==> src/rtl/bouncy_renderer.sv <==
// bouncy_renderer
//   Consumer end of the bouncy-object position interface. Position updates
//   arrive over valid/ready and are parked in a shadow register. They are
//   committed to the active position only at frame start, so a frame never
//   tears. A two-stage pixel pipeline turns the OLED driver's linear pixel
//   index into an RGB565 colour: a square sprite over a background, 96x64.
//
//   Optional feature: define BOUNCY_TRAIL_EN to keep the previously committed
//   position as well. Pixels inside that old box but outside the current box
//   are drawn in TR_COLOR. Without the macro only FG_COLOR and BG_COLOR are
//   produced.
//
// Ports
//   clk          in   1   system clock, rising edge
//   rst_n        in   1   asynchronous active-low reset
//   pos_x        in   7   object centre x
//   pos_y        in   6   object centre y
//   pos_valid    in   1   pos_x/pos_y valid
//   pos_ready    out  1   renderer can accept a position
//   frame_begin  in   1   one-cycle pulse at start of frame
//   pixel_index  in   13  pixel being fetched, y*SCR_W + x
//   pix_req      in   1   pixel_index valid this cycle
//   pix_valid    out  1   oled_data valid, two cycles after pix_req
//   oled_data    out  16  RGB565 colour for the requested pixel
module bouncy_renderer #(
    parameter int          SCR_W    = 96,
    parameter int          SCR_H    = 64,
    parameter int          HALF     = 2,
`ifdef BOUNCY_TRAIL_EN
    parameter logic [15:0] TR_COLOR = 16'h7BEF,
`endif
    parameter logic [15:0] FG_COLOR = 16'hF800,
    parameter logic [15:0] BG_COLOR = 16'h0000
) (
    input  logic        clk,
    input  logic        rst_n,
    input  logic [6:0]  pos_x,
    input  logic [5:0]  pos_y,
    input  logic        pos_valid,
    output logic        pos_ready,
    input  logic        frame_begin,
    input  logic [12:0] pixel_index,
    input  logic        pix_req,
    output logic        pix_valid,
    output logic [15:0] oled_data
);

    localparam logic [12:0]        W13       = 13'(SCR_W);
    localparam logic [12:0]        PIX_TOTAL = 13'(SCR_W * SCR_H);
    localparam logic signed [7:0]  HALF_S    = 8'(HALF);

    typedef enum logic {
        IDLE    = 1'b0,
        PENDING = 1'b1
    } state_t;

    state_t      state_q, state_d;
    logic [6:0]  shadow_x_q, shadow_x_d;
    logic [5:0]  shadow_y_q, shadow_y_d;
    logic [6:0]  active_x_q, active_x_d;
    logic [5:0]  active_y_q, active_y_d;
`ifdef BOUNCY_TRAIL_EN
    logic [6:0]  prev_x_q, prev_x_d;
    logic [5:0]  prev_y_q, prev_y_d;
`endif

    // Pixel pipeline registers
    logic        s1_valid_q;
    logic [6:0]  px_q;
    logic [6:0]  py_q;          // up to 85 for indices past the screen
    logic        in_rng_q;
    logic        pix_valid_q;
    logic [15:0] oled_q;
    logic [15:0] color_d;
    logic        hit;

    // Signed 8-bit distance test; no wrap, so a sprite at an edge is clipped.
    function automatic logic in_box(input logic [6:0] px, input logic [6:0] py,
                                    input logic [6:0] cx, input logic [5:0] cy);
        logic signed [7:0] dx;
        logic signed [7:0] dy;
        dx = $signed({1'b0, px}) - $signed({1'b0, cx});
        dy = $signed({1'b0, py}) - $signed({2'b0, cy});
        return (dx >= -HALF_S) && (dx <= HALF_S) && (dy >= -HALF_S) && (dy <= HALF_S);
    endfunction

    // ---------------- position handshake FSM ----------------
    always_comb begin
        state_d    = state_q;
        shadow_x_d = shadow_x_q;
        shadow_y_d = shadow_y_q;
        active_x_d = active_x_q;
        active_y_d = active_y_q;
`ifdef BOUNCY_TRAIL_EN
        prev_x_d   = prev_x_q;
        prev_y_d   = prev_y_q;
`endif
        pos_ready  = (state_q == IDLE);
        case (state_q)
            IDLE: begin
                if (pos_valid && frame_begin) begin
                    // Arrived exactly at frame start: commit straight away.
                    active_x_d = pos_x;
                    active_y_d = pos_y;
`ifdef BOUNCY_TRAIL_EN
                    prev_x_d   = active_x_q;
                    prev_y_d   = active_y_q;
`endif
                end else if (pos_valid) begin
                    shadow_x_d = pos_x;
                    shadow_y_d = pos_y;
                    state_d    = PENDING;
                end
            end
            PENDING: begin
                if (frame_begin) begin
                    active_x_d = shadow_x_q;
                    active_y_d = shadow_y_q;
`ifdef BOUNCY_TRAIL_EN
                    prev_x_d   = active_x_q;
                    prev_y_d   = active_y_q;
`endif
                    state_d    = IDLE;
                end
            end
            default: state_d = IDLE;
        endcase
    end

    always_ff @(posedge clk or negedge rst_n) begin
        if (!rst_n) begin
            state_q    <= IDLE;
            shadow_x_q <= '0;
            shadow_y_q <= '0;
            active_x_q <= '0;
            active_y_q <= '0;
`ifdef BOUNCY_TRAIL_EN
            prev_x_q   <= '0;
            prev_y_q   <= '0;
`endif
        end else begin
            state_q    <= state_d;
            shadow_x_q <= shadow_x_d;
            shadow_y_q <= shadow_y_d;
            active_x_q <= active_x_d;
            active_y_q <= active_y_d;
`ifdef BOUNCY_TRAIL_EN
            prev_x_q   <= prev_x_d;
            prev_y_q   <= prev_y_d;
`endif
        end
    end

    // ---------------- pixel pipeline ----------------
    // Stage 2 reads the active position registers; a commit updates them on
    // a clock edge, so each compare sees one consistent position.
    always_comb begin
        hit     = in_rng_q && in_box(px_q, py_q, active_x_q, active_y_q);
        color_d = hit ? FG_COLOR : BG_COLOR;
`ifdef BOUNCY_TRAIL_EN
        if (in_rng_q && !hit && in_box(px_q, py_q, prev_x_q, prev_y_q)) begin
            color_d = TR_COLOR;
        end
`endif
    end

    always_ff @(posedge clk or negedge rst_n) begin
        if (!rst_n) begin
            s1_valid_q  <= 1'b0;
            px_q        <= '0;
            py_q        <= '0;
            in_rng_q    <= 1'b0;
            pix_valid_q <= 1'b0;
            oled_q      <= BG_COLOR;
        end else begin
            s1_valid_q  <= pix_req;
            px_q        <= 7'(pixel_index % W13);
            py_q        <= 7'(pixel_index / W13);
            in_rng_q    <= (pixel_index < PIX_TOTAL);
            pix_valid_q <= s1_valid_q;
            if (s1_valid_q) begin
                oled_q <= color_d;
            end
        end
    end

    assign pix_valid = pix_valid_q;
    assign oled_data = oled_q;

endmodule

==> config.mk <==
export PLATFORM = sky130hd
export DESIGN_NAME = bouncy_renderer
export DESIGN_NICKNAME = d
export VERILOG_FILES = /design/src/rtl/bouncy_renderer.sv
export SDC_FILE = /design/constraint.sdc
export NUM_CORES = 1
export LEC_CHECK = 0
export ABC_AREA = 1
export CAP_MARGIN = 40
export CORE_MARGIN = 1
export CORE_UTILIZATION = 25
export DETAILED_ROUTE_END_ITERATION = 16
export PLACE_DENSITY_LB_ADDON = 0.1
export SETUP_SLACK_MARGIN = 0.4
export SLEW_MARGIN = 15
export SYNTH_ARGS = -nofsm -noshare
export SYNTH_HDL_FRONTEND = slang
export SYNTH_SLANG_ARGS = --single-unit
==> constraint.sdc <==
create_clock -name clk -period 2.1 [get_ports clk]
set_input_delay 0.21 -clock clk [delete_from_list [all_inputs] [get_ports clk]]
set_output_delay 0.21 -clock clk [all_outputs]
set_load 0.01 [all_outputs]
Fig. 1: run 1, clock distribution
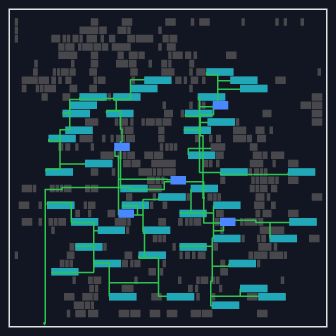
[clock drivers] blue | count: 5
[clock wires] green | length: 701 um
[flip-flops] cyan | count: 45
routed clock nets: 6
Clk network pwr share: 0.225
power in the clock group: 556 uW
Clock Skews: 0.00688 ns

Fig. 2: run 1, M3 wires
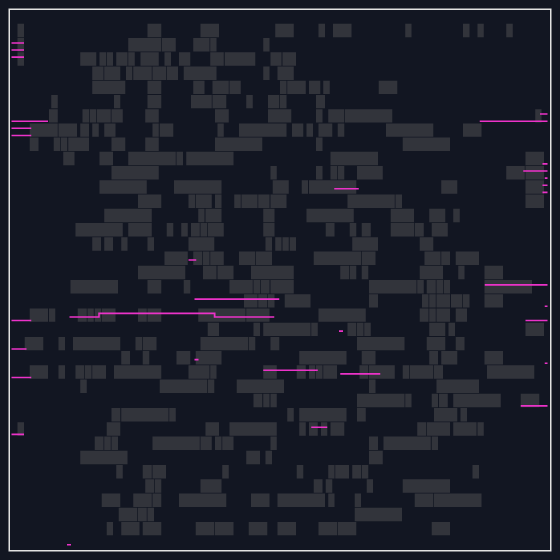
nets with wire on the layer: 26
share of all routed wire: 2.9%
main direction: horizontal
longest straight run: 22.1 um
wire length on this layer: 155 um

Fig. 3: run 1, cell sizes after repair
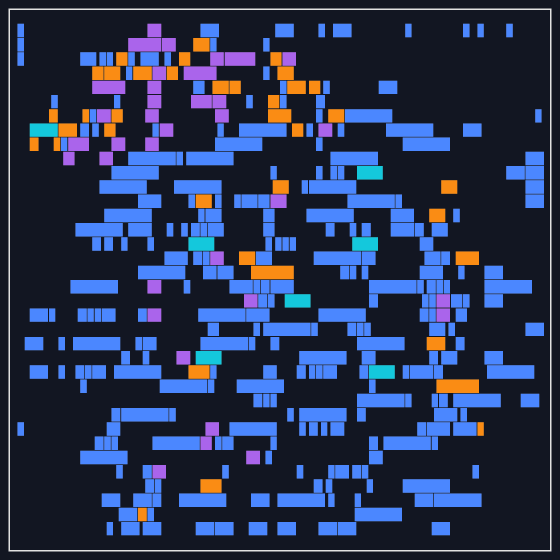
| size | colour | cells |
|---|---|---|
| _6 and larger | cyan | 7 |
| _2 cells | orange | 37 |
| _0 and _1 cells | blue | 280 |
| _3 and _4 cells | purple | 35 |
smallest setup slack after layout: 0.0403 ns
cell area after layout: 3380 um2
area growth from synthesis to layout: 32.2%
number of non-clock buffers in the layout: 64

run 1: critical path, stage by stage (launching register included):
cell     delay [ns]
dfrtp_1        0.37
inv_1          0.05
ha_1           0.14
inv_2          0.05
fa_2           0.35
nand3_2        0.08
nand2_1        0.05
nand2_1        0.07
nand2_1        0.07
a21oi_2        0.13
xor2_1         0.10
nor4_2         0.26
nand2_1        0.09
o21ai_2        0.08
nand2_1        0.07
nand2_1        0.05
run 1: state kept, by name (all words and copies together) (netlist names), 6 cells and up:
name,count
active_x_q,7
active_y_q,6
px_q,7
py_q,7
shadow_x_q,7
shadow_y_q,6
run 1: stage by stage:
| stage | total power [mW] | setup TNS (ns) | utilization |
|---|---|---|---|
| after floorplan | 1.59 | 0 | - |
| after global placement | 1.85 | -0.535 | 0.316 |
| after detailed placement | 1.85 | -0.593 | 0.316 |
| after CTS | 2.48 | -0.0119 | 0.336 |
| after global routing | 2.68 | -0.174 | 0.343 |
| final | 2.47 | 0 | 0.343 |
run 1: cells in the mapped netlist (all sizes together), types with 4 or more instances:
master	number	area [um2]
buf	17	120
xor2	7	61.3
dfrtp	45	1130
ha	13	163
nand2	69	277
a21oi	15	78.8
nand4	4	25.0
o21ai	30	158
nor2	6	22.5
inv	49	184
clkbuf	6	22.5
nand3	13	97.6
o211ai	11	82.6
run 1: power by group:
group	leakage [nW]	internal (mW)	switching, mW
combinational	1.07	0.404	0.476
sequential	0.542	0.983	0.0517
clock	0.0443	0.262	0.295
total	1.65	1.65	0.822
run 1: layer usage:
metal | up-vias | GRT usage
met5 | - | 0
met4 | 0 | 0.0488
met3 | 7 | 0.0228
met2 | 36 | 0.197
met1 | 931 | 0.135
li1 | 1060 | -
==> run notes, run 1 <==
The flow run is done. Detailed route wirelength on metal3 landed at between 150 and 200 um. The worst path in the final design needs a cycle of just over 2 ns, including I/O delays and setup. STA shows the worst min-delay path finishing at in_rng_q$_DFF_PN0_. Register-to-register setup slack landed at just over 0.04 ns.

Post-CTS repair ended up resizing 26 cells. Count of cell types in the netlist landed at 32. Maximum number of pins on one net before global-route repair landed at 27. There are between 40 and 50 flip-flops and latches. Area figure in the yosys stat output landed at between 2000 and 3000 um2. Number of antenna-violating nets in the routed design landed at 0.

Area taken by multi-input logic gates landed at roughly 1300 um2. Per the area breakdown, the dominant cell category is multi-input combinational cells. Number of max-cap violations landed at 0. Global routing finished with a remaining overflow of 0. Wire length of the first global-routing pass landed at between 9 and 10 mm. Per the final report, the share of cell area in clock cells is 0.0255.

Share of the yosys chip area belonging to registers landed at 0.440. Highest clock rate landed at roughly 490 MHz. Per the timing report, the most critical flop-to-flop path originates at px_q[0]$_DFF_PN0_. Sequential standard cell area landed at around 1100 um2. Proportion of register bits with asynchronous set or reset after synthesis landed at 1.00. The flow ran to the end, and the final reports show no timing, DRC or antenna violations.

In this run the worst path has a maximum fanout of 2. TritonCTS built the clock tree. The synthesis report names the predominant flop master as dfrtp_1. Registers represent a cell area share of 0.333.

STA puts the critical path data required time at 2.34 ns. Post-cts hold buffer count landed at 1. The endpoint identified for the worst register-to-register timing path is oled_data[14]$_DFFE_PN0P_.

Area fraction in and, or, nand and nor cells landed at 0.174. Placeable core area landed at between 9000 and 10000 um2. In the detailed route, the total length drawn on met2 is 2.59 mm.

STA on the placed design reports a worst setup slack of -0.200 ns. Sum of routed wire length over all layers landed at between 5 and 6 mm. Final hold slack landed at ~0.11 ns. Source-to-sink clock delay at the later pin of the worst-skew pair landed at 0.30 ns. Global-route usage over all layers landed at 0.113. Routed signal wires occupy layers up through met4. The placed instances occupy a cell area of around 3100 um2. Per the post-CTS timing run, clock transition at the registers of the reported paths is 0.08 ns.

Number of antenna violations at the first check in global routing landed at 0. Non-clock buffering overhead in the final layout landed at 0.167. The detailed placer reported the number of placed instances as ~480. The number of warnings reported in the stage logs is 29. The routed layout reports a DRC error count of 0. The floorplan has 36 rows. Yosys mapped a number of flops with a built-in enable equal to 0. Total number of H-tree levels landed at 2.

Total inserted antenna cells landed at 0. Number of endpoints with negative hold slack in the final report landed at 0. The most critical setup path has its endpoint at oled_data[14]$_DFFE_PN0P_. Routed length per instance landed at about 11 um. The routed wirelength on the met1 layer is recorded as between 2 and 3 mm. For the worst setup path, the data arrival time is approximately 2.3 ns. Across the VDD grid, the largest voltage drop is about 0.00024 V. Xor/xnor cell area share of the yosys netlist landed at 0.0308. The worst setup path is launched from a flop. The fraction of cell area in multi-input combinational cells is reported as 0.370. Number of setup buffers added after CTS landed at 6. The worst setup path is captured at a flop.

Number of ports placed on the die boundary landed at ~49. Share of the clock period used by the worst path landed at 0.981. The tree is rooted in a clkbuf_8. Estimated wirelength of the detail-placed design landed at ~4.0 mm. Area fraction in compound gates landed at 0.138. Worst reg2reg path depth landed at 15. The final report lists the setup-violating endpoint count as 0.

The filler cells instantiated in the layout total 1024. Number of register bits inferred by synthesis landed at roughly 45. Multi-input combinational gate total landed at 194. The launch point of the critical path was reported as px_q[0]$_DFF_PN0_.

Number of cells on the worst hold path landed at 2. Post-synthesis adder-cell area fraction landed at 0.0792. Via count of the first global-routing pass landed at 2025.

Counting only logic cells after layout, the most numerous master is nand2_1. The floorplan step set the die height to approximately 100 um. Die outline area landed at around 11000 um2. Per the log, the first TritonRoute iteration ended with a DRC count of approximately 45. The CTS log lists the clock sinks for this run as 45.

Ratio of total power to cell area landed at about 730 nW/um2. Core utilization before placement landed at 0.260. The path class of the tightest hold or removal check is in2reg. Average cell area after synthesis landed at around 8.5 um2.

Number of instances in the synthesized netlist landed at ~300. Cell area after synthesis landed at around 2600 um2. Detail-routed via count per cell landed at roughly 4.1. Number of I/O port buffers landed at 37. Yosys shows that the main logic family after synthesis is simple AND/OR/NAND/NOR gates.

Inserted tap cell count landed at 133. According to the finish report, the design has a final net count of a little over 400. The routed layout has 2034 vias. Clock buffer count from CTS landed at 5. Number of logic inverters in the finished layout landed at 49. The congestion estimate from routability-driven global placement came to about 0.72.

Yosys cell count landed at 301. Post-synthesis mux area share landed at 0.00880. The leakage power in the latest report is roughly 1.7 nW. Setup repair after global routing could not meet its margin everywhere.

Maximum number of buffers from clock root to sink landed at 2. The layout summary lists the proportion of cells stronger than drive strength 1 as 0.220. The most common logic cells in the final layout are nand2_1, dfrtp_1, inv_1, clkdlybuf4s50_1, buf_4. The warning tally printed by Yosys for this design is 0. In the final report, the number of pins over their slew limit comes to 0.

Looking at hold timing, the worst path starts from pixel_index[11]. The critical path is of the reg2reg type. The count of cells in the finished layout, fillers not included, comes to 492.

Total of clock buffers placed in the layout landed at 7. The pre-antenna-repair detailed-routing pass consisted of 5 iterations. Floorplan die width landed at about 100 um.
==> run 2: changes to the inputs <==
Settings changed: SETUP_SLACK_MARGIN 0.4 to 0.2, SKIP_CTS_REPAIR_TIMING set to 1.
Clock period 2.1 ns to 2.3 ns, I/O delays scaled along.
Fig. 4: run 2, cell sizes after repair
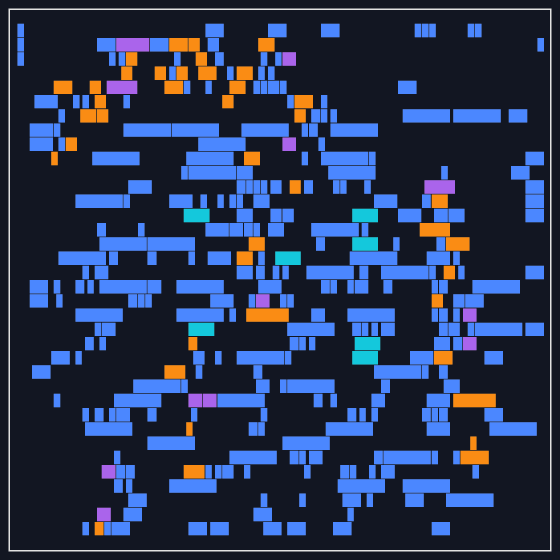
| size | colour | cells |
|---|---|---|
| _3 and _4 cells | purple | 12 |
| _0 and _1 cells | blue | 282 |
| _6 and larger | cyan | 7 |
| _2 cells | orange | 41 |

Fig. 5: run 2, routing congestion map
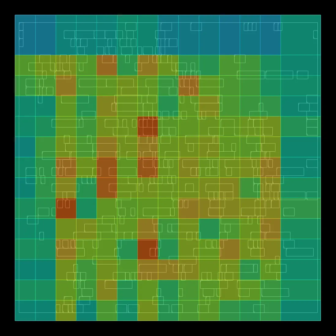
most used routing layer: met2
fin util: 0.330
met3 Resource Use GR: 0.0255
global-route track usage on met1: 0.136
global-route met2 utilization: 0.192

Fig. 6: run 2, M3 wires
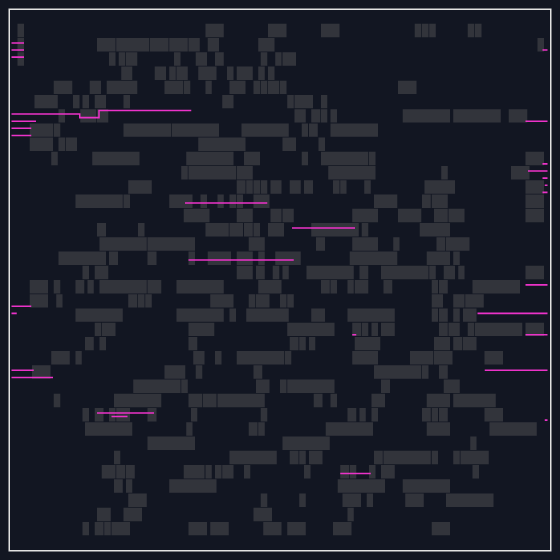
wire length on this layer: 178 um
nets with wire on the layer: 27
share of all routed wire: 3.4%
longest straight run: 19.8 um
main direction: horizontal
vias after detailed routing: 1958
Detailed Route WL: 5.31 mm

==> run 2 against run 1 <==
  * Sequential share of layout area rose by 1.3 points
  * Power shrank 8.7%
  * Clock skew decreased by 0.00060 ns
  * Routed wire length is 0.79% lower
  * Critical path depth is 1 lower
  * Largest power group unchanged
  * Worst setup slack better by 0.074 ns
  * Combinational power fell by 14%
  * First-iteration DRC count increased by 38%
  * Flip-flop count did not move
  * Register-to-register slack better by 0.07 ns
  * Global-route usage down 0.24 points
  * Critical endpoint unchanged
  * Synthesized cell count did not move
==> run notes, run 2 <==
The flow run is done. Run status: finished, final reports clean (unchanged). The worst setup path category is reg2reg (unchanged). Share of the yosys chip area belonging to registers landed at 0.440 (unchanged). The endpoint type of the worst setup path is a flop (unchanged). Maximum number of buffers from clock root to sink landed at 2 (unchanged). Total inserted antenna cells landed at 0 (unchanged). The summed negative setup slack over all endpoints came to 0 ns (unchanged). The inserted tap cell count was 133 (unchanged). The non-clock buffering overhead in the final layout is 0.135 (was 0.167).

The number of register bits inferred by synthesis came to 45 (unchanged). The number of endpoints with negative hold slack in the final report is 0 (unchanged). The sequential standard cell area is 1130 um2 (unchanged). Yosys cell count landed at 301 (unchanged).

Area figure in the yosys stat output landed at 2560 um2 (unchanged). The type of the tightest min-delay check is in2async (was in2reg). The count of cell types in the netlist came to 32 (unchanged). The layout sequential cell count is 45 (unchanged). The total of clock buffers placed in the layout is 7 (unchanged).

The area growth from synthesis to layout came to 27.1% (was 32.2%). The core utilization before placement was 0.260 (unchanged). Number of warning messages in the logs landed at 27 (was 29). Count of library flops with an enable pin landed at 0 (unchanged). Max-slew violation count landed at 0 (unchanged). The average cell area after synthesis came to 8.50 um2 (unchanged). Total cell area at the placement stage landed at 3020 um2 (was 3120 um2). The number of placed instances, taps included came to 463 (was 475).

The startpoint of the lowest-slack register-to-register path was active_x_q[0]$_DFFE_PN0P_ (was px_q[0]$_DFF_PN0_). Number of max-cap violations landed at 0 (unchanged). The most common cell in the synthesized netlist was nand2_1 (unchanged). The share of cell area taken by flip-flops and latches was 0.346 (was 0.333). The number of I/O port buffers came to 37 (unchanged). The TritonCTS clock tree is done (unchanged).

The detail-routed via count per cell came to 4.12 (was 4.13). Estimated wirelength of the detail-placed design landed at 3.83 mm (was 4.02 mm). Top Layout Cells: nand2_1, inv_1, dfrtp_1, clkdlybuf4s50_1, o21ai_0 (was nand2_1, dfrtp_1, inv_1, clkdlybuf4s50_1, buf_4). The data required time of the critical path came to 2.54 ns (was 2.34 ns). Clock tree cell share of total cell area landed at 0.0312 (was 0.0255). The cell accounting for the most synthesized area is dfrtp_1 (unchanged). List of most frequent post-synthesis cells: nand2_1, inv_1, dfrtp_1 (unchanged). Row count landed at 36 (unchanged). Number of antenna violations at the first check in global routing landed at 0 (unchanged).

The timing endpoint of the critical path was oled_data[14]$_DFFE_PN0P_ (unchanged). The cell area after synthesis is 2560 um2 (unchanged). Vertical die dimension landed at 103 um (unchanged). The time the final worst path needs with I/O delays and setup was 2.19 ns (was 2.06 ns). Register-to-register setup slack landed at 0.11 ns (was 0.04 ns). Number of logic inverters in the finished layout landed at 49 (unchanged). Top-area cell type share of the netlist area landed at 0.440 (unchanged). Number of warnings issued by yosys landed at 0 (unchanged).

The most used logic cell in the final layout is nand2_1 (unchanged). Routability-driven placement congestion ratio landed at 0.669 (was 0.715). Proportion of register bits with asynchronous set or reset after synthesis landed at 1.00 (unchanged).

Worst ir drop on vdd landed at 0.000255 V (was 0.000243 V). Number of fill cells in the layout landed at 1047 (was 1024). Post-layout net count landed at 387 (was 405). The wire length of the first global-routing pass is 8.98 mm (was 9.11 mm). The multi-input combinational gate total came to 194 (unchanged). Worst reg2reg path depth landed at 14 (was 15). Global-route usage over all layers landed at 0.111 (was 0.113).

The total number of H-tree levels was 2 (unchanged). The floorplan die width is 103 um (unchanged). The endpoint arrival time on the critical path is 2.43 ns (was 2.30 ns).

Maximum number of pins on one net before global-route repair landed at 46 (was 27). The area taken by multi-input logic gates is 1230 um2 (was 1250 um2). The clock tree skew after final layout was 0.00628 ns (was 0.00688 ns).

Register clock-pin slew on the reported worst setup and hold paths landed at 0.09 ns (was 0.08 ns). Share of cell area taken by multi-input logic gates landed at 0.380 (was 0.370). The biggest cell category by area in the final layout is multi-input combinational cells (unchanged). The overall power is 2.26 mW (was 2.47 mW). The most common flop cell mapped by yosys was dfrtp_1 (unchanged). The clock buffer count from CTS came to 5 (unchanged).

Final number of setup-violating endpoints landed at 0 (unchanged). Peak fanout along the critical path landed at 2 (unchanged).
[run 2: cell counts after synthesis]
Identical to the previous run, type by type.
[run 2: cell families (layout without fill, tap and decap cells)]
| group | Yosys count | count (layout) | share of synthesized area |
|---|---|---|---|
| AND/OR/NAND/NOR | 96 | 96 | 0.174 |
| multiplexers | 2 | 2 | 0.00880 |
| other | 1 | 11 | 0.00146 |
| adder cells (fa/ha/maj) | 15 | 15 | 0.0792 |
| AND-OR/OR-AND | 61 | 61 | 0.138 |
| XOR/XNOR | 9 | 9 | 0.0308 |
| buffers and inverters | 72 | 103 | 0.128 |
| flip-flops | 45 | 45 | 0.440 |
[run 2: metal layers]
metal  wire length [um]  track usage  vias up
met5                  0            0        -
met4                 39       0.0358        0
met3                178       0.0255        4
met2               2610        0.192       35
met1               2480        0.136      903
li1                   -            -     1016
[run 2: worst max-delay path: stages, from the launching register on]
cell and delay (ns):
dfrtp_1 0.40, ha_2 0.19, inv_2 0.04, fa_2 0.36, nand3_2 0.09, nand2_1 0.06, nand2_2 0.09, nand2_2 0.07
a21oi_4 0.17, xor2_2 0.09, nor4_2 0.27, nand2_1 0.10, o21ai_2 0.07, nand2_1 0.06, nand2_1 0.05
[run 2: where the power goes]
part	switching, mW	total, mW	internal [mW]
registers	0.0476	0.945	0.897
clock network	0.279	0.551	0.272
logic	0.431	0.760	0.329
[run 2: through the flow]
stage               setup slack (ns)  hold slack (ns)
floorplan                      0.238          -0.0656
global placement             -0.0236            0.372
detailed placement           -0.0230            0.374
CTS                           0.0452           0.0391
global route                 -0.0944           0.0623
finish                         0.114           0.0166
Power is estimated from default activity; no workload was simulated.
